**src/rtl/kernel_run_ctrl_pkg.sv**
```systemverilog
// Shared definitions for the kernel run controller and the kernel RAM banks:
// FSM state encoding and a width helper.
package kernel_run_ctrl_pkg;

   typedef enum logic [1:0] {
      StIdle     = 2'd0,
      StStart    = 2'd1,
      StWaitDone = 2'd2,
      StSwap     = 2'd3
   } run_state_e;

   // Ceiling log2, never below 1 so single-entry selectors still get a bit.
   function automatic int unsigned clog2(input int unsigned n);
      int unsigned r;
      int unsigned v;
      r = 0;
      v = 1;
      while (v < n) begin
         v = v << 1;
         r = r + 1;
      end
      return (r == 0) ? 1 : r;
   endfunction

endpackage

```
**src/rtl/kernel_run_ctrl_sync_3ff.sv**
```systemverilog
// Three-flop level synchronizer with asynchronous active-high reset.
module sync_3ff (
   input  logic clk,
   input  logic rst,
   input  logic d,
   output logic q
);

   logic [2:0] sync_q;

   always_ff @(posedge clk or posedge rst) begin
      if (rst) begin
         sync_q <= '0;
      end else begin
         sync_q <= {sync_q[1:0], d};
      end
   end

   assign q = sync_q[2];

endmodule

```
**src/rtl/kernel_run_ctrl.sv**
```systemverilog
// Drives an HLS ap_ctrl_hs kernel from a VIO trigger level, measures run latency
// and rotates the preloaded dataset every DATASET_UPDATE_INV completed runs.
module kernel_run_ctrl
   import kernel_run_ctrl_pkg::*;
#(
   parameter int unsigned DATASET_NUM        = 8,
   parameter int unsigned DATASET_UPDATE_INV = 1,
   parameter int unsigned RUN_CNT_W          = 16,
   parameter int unsigned LAT_CNT_W          = 32
) (
   input  logic                          ap_clk,
   input  logic                          ap_rst,
   input  logic                          trigger_in,
   output logic                          ap_start,
   input  logic                          ap_ready,
   input  logic                          ap_done,
   output logic [clog2(DATASET_NUM)-1:0] ds_sel,
   output logic                          ds_swap_req,
   input  logic                          ds_swap_ack,
   output logic                          busy,
   output logic [RUN_CNT_W-1:0]          run_cnt,
   output logic [LAT_CNT_W-1:0]          lat_value,
   output logic                          lat_valid
);

   localparam int unsigned DsW  = clog2(DATASET_NUM);
   localparam int unsigned IntW = clog2(DATASET_UPDATE_INV + 1);
   localparam logic [DsW-1:0]       DsLast  = DsW'(DATASET_NUM - 1);
   localparam logic [IntW-1:0]      IntLast = IntW'(DATASET_UPDATE_INV);
   localparam logic [LAT_CNT_W-1:0] LatOne  = LAT_CNT_W'(1);

   run_state_e      state;
   run_state_e      state_next;
   logic            trig_sync;
   logic            run_done;
   logic            swap_due;
   logic [IntW-1:0] int_cnt;
   logic [IntW-1:0] int_inc;
   logic [LAT_CNT_W-1:0] lat_cnt;

   sync_3ff u_trig_sync (
      .clk (ap_clk),
      .rst (ap_rst),
      .d   (trigger_in),
      .q   (trig_sync)
   );

   assign int_inc  = int_cnt + 1'b1;
   assign swap_due = (int_inc == IntLast);

   always_comb begin
      state_next = state;
      run_done   = 1'b0;
      unique case (state)
         StIdle: if (trig_sync) state_next = StStart;
         StStart: begin
            if (ap_ready) begin
               if (ap_done) run_done = 1'b1;
               else         state_next = StWaitDone;
            end
         end
         StWaitDone: run_done = ap_done;
         StSwap: if (ds_swap_ack) state_next = trig_sync ? StStart : StIdle;
         default: state_next = StIdle;
      endcase
      if (run_done) begin
         state_next = swap_due ? StSwap : (trig_sync ? StStart : StIdle);
      end
   end

   always_ff @(posedge ap_clk or posedge ap_rst) begin
      if (ap_rst) begin
         state       <= StIdle;
         ap_start    <= 1'b0;
         ds_swap_req <= 1'b0;
         busy        <= 1'b0;
         lat_valid   <= 1'b0;
         ds_sel      <= '0;
         run_cnt     <= '0;
         lat_value   <= '0;
         int_cnt     <= '0;
         lat_cnt     <= '0;
      end else begin
         state       <= state_next;
         ap_start    <= (state_next == StStart);
         ds_swap_req <= (state_next == StSwap);
         busy        <= (state_next != StIdle);
         lat_valid   <= run_done;
         if (run_done) begin
            run_cnt   <= run_cnt + 1'b1;
            lat_value <= lat_cnt;
            int_cnt   <= swap_due ? '0 : int_inc;
         end
         if (state == StSwap && ds_swap_ack) begin
            ds_sel <= (ds_sel == DsLast) ? '0 : ds_sel + 1'b1;
         end
         // A fresh start (including back-to-back runs) counts its first cycle as 1.
         if (state_next == StStart && (state != StStart || run_done)) begin
            lat_cnt <= LatOne;
         end else if ((state == StStart || state == StWaitDone) && lat_cnt != '1) begin
            lat_cnt <= lat_cnt + 1'b1;
         end
      end
   end

endmodule

```
**config.mk**
```make
export PLATFORM = sky130hd
export DESIGN_NAME = kernel_run_ctrl
export DESIGN_NICKNAME = d
export VERILOG_FILES = /design/src/rtl/kernel_run_ctrl_pkg.sv /design/src/rtl/kernel_run_ctrl_sync_3ff.sv /design/src/rtl/kernel_run_ctrl.sv
export SDC_FILE = /design/constraint.sdc
export NUM_CORES = 1
export LEC_CHECK = 0
export CAP_MARGIN = 30
export CORE_MARGIN = 2
export CORE_UTILIZATION = 54
export DETAILED_ROUTE_END_ITERATION = 10
export PLACE_DENSITY = 0.81
export RECOVER_POWER = 25
export SYNTH_ARGS = -nofsm -noshare
export SYNTH_HDL_FRONTEND = slang
export SYNTH_SLANG_ARGS = --single-unit
```
**constraint.sdc**
```tcl
create_clock -name ap_clk -period 3.2 [get_ports ap_clk]
set_input_delay 0.32 -clock ap_clk [delete_from_list [all_inputs] [get_ports ap_clk]]
set_output_delay 0.32 -clock ap_clk [all_outputs]
set_load 0.02 [all_outputs]
```
Nets reached from selected ports:
(4 px per um)
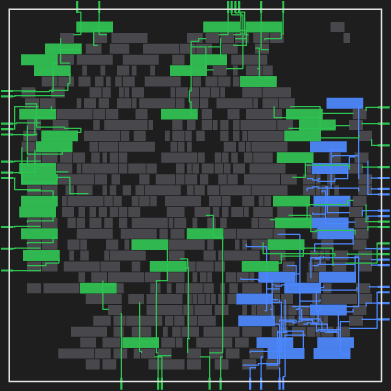
| port | colour | direction | edge | end cells | buffers | wire |
|---|---|---|---|---|---|---|
| lat_value | green | output | 11 left, 8 right, 8 top, 5 bottom | 32 | 32 | 835 um |
| run_cnt | blue | output | 12 right, 4 bottom | 16 | 16 | 567 um |

Routed metal, one colour a layer:
(4 px per um)
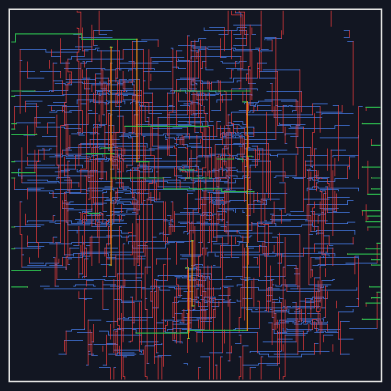
| layer | colour | wire length |
|---|---|---|
| M3 | green | 273 um |
| M4 | orange | 176 um |
| M1 | blue | 3680 um |
| M2 | red | 4030 um |

==> results.yml <==
# yosys + openroad results
power_and_ir_drop:
  swShare_pct: 34.9
  ir_drop_v: 0.000359
  power_switching_w: 0.00122
  powerClk_w: 0.000759
synth:
  ys_seq_share_pct: 54.2
  synth-simple-area-share_pct: 18.4
  synth_xor_xnor_area_share_pct: 8.46
  fp_nets: 390
  async_flop_share_pct: 100
finish:
  lay_top_count: "dfrtp_1"
  post-route-util_pct: 67.1
  seq_cells: 92
  antenna_cells: 0
  stdcell_count: 542
  nets: 451
run:
  max_cap_viol_count: 1
routing:
  post_drt_wl_per_cell_um: 15.1
  finalWirelength_um: 8160
sta:
  setup_tns_ps: 0
  worst_pin_slew_ps: 1720
  fmax_ghz: 0.379
  drv_slew: 39
  relSlewSlack_pct: -15.4
clock_network:
  cts_root_buf: "clkbuf_8"
  post_cts_buffers: 0
  clk_pin_slew_worst_paths_ps: 80
  cts_max_path_buffers: 2
setup_path:
  cpPeakStageDelay_ps: 430
  critPathBufInv: 3
  cp_top_family: "buffers and inverters"
  r2r-end: "lat_cnt[20]$_DFFE_PP0P_"
  criticalPathCategory: "register to register"
die:
  io_pins: 61
outcome:
  failed_checks: "capacitance limit, slew limit"
  status: "complete, but fails checks"
worst_hold_path:
  holdPathStages: 0
place:
  placed_cell_area_sq_mm: 0.00497
  place_hpwl_um: 5550
global_routing:
  grt_max_degree: 55
Sequential cells grouped by signal name:
(3 px per um) Other sequential cells in the stronger grey, the rest of the logic in the fainter grey.
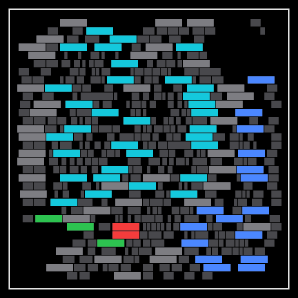
| signal | colour | placed flops |
|---|---|---|
| u_trig_sync.sync_q | green | 3 |
| run_cnt | blue | 16 |
| lat_cnt | cyan | 32 |
| state | red | 2 |

Clock routing:
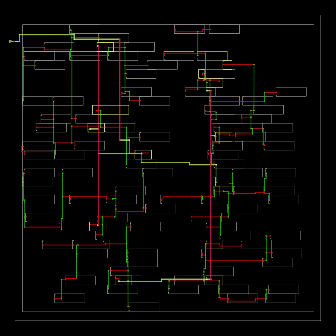
skew final: 6.91 ps
CTS buffer count: 9

==> per-layer routing <==
layer,GRT usage [%],part of all wire (%)
met1,26.6,45
met2,34.4,49
met3,3.74,3.3
met4,8.09,2.2
met5,0,0
==> cells in the mapped netlist (3+ instances only) <==
master and instances:
a21oi_1 13, and2_1 3, and3_1 8, and4_1 7, buf_1 3, clkbuf_1 9, dfrtp_1 92, ha_1 9
inv_1 5, mux2_2 34, nand2_1 21, nand2b_1 3, nand3_1 14, nand4_1 22, nor2_1 35, nor2_2 3
nor2b_1 4, nor3_1 3, nor4_1 6, o211ai_1 6, o21ai_0 5, or2_2 3, or3_1 3, or4_1 3
xnor2_1 20, xor2_1 21
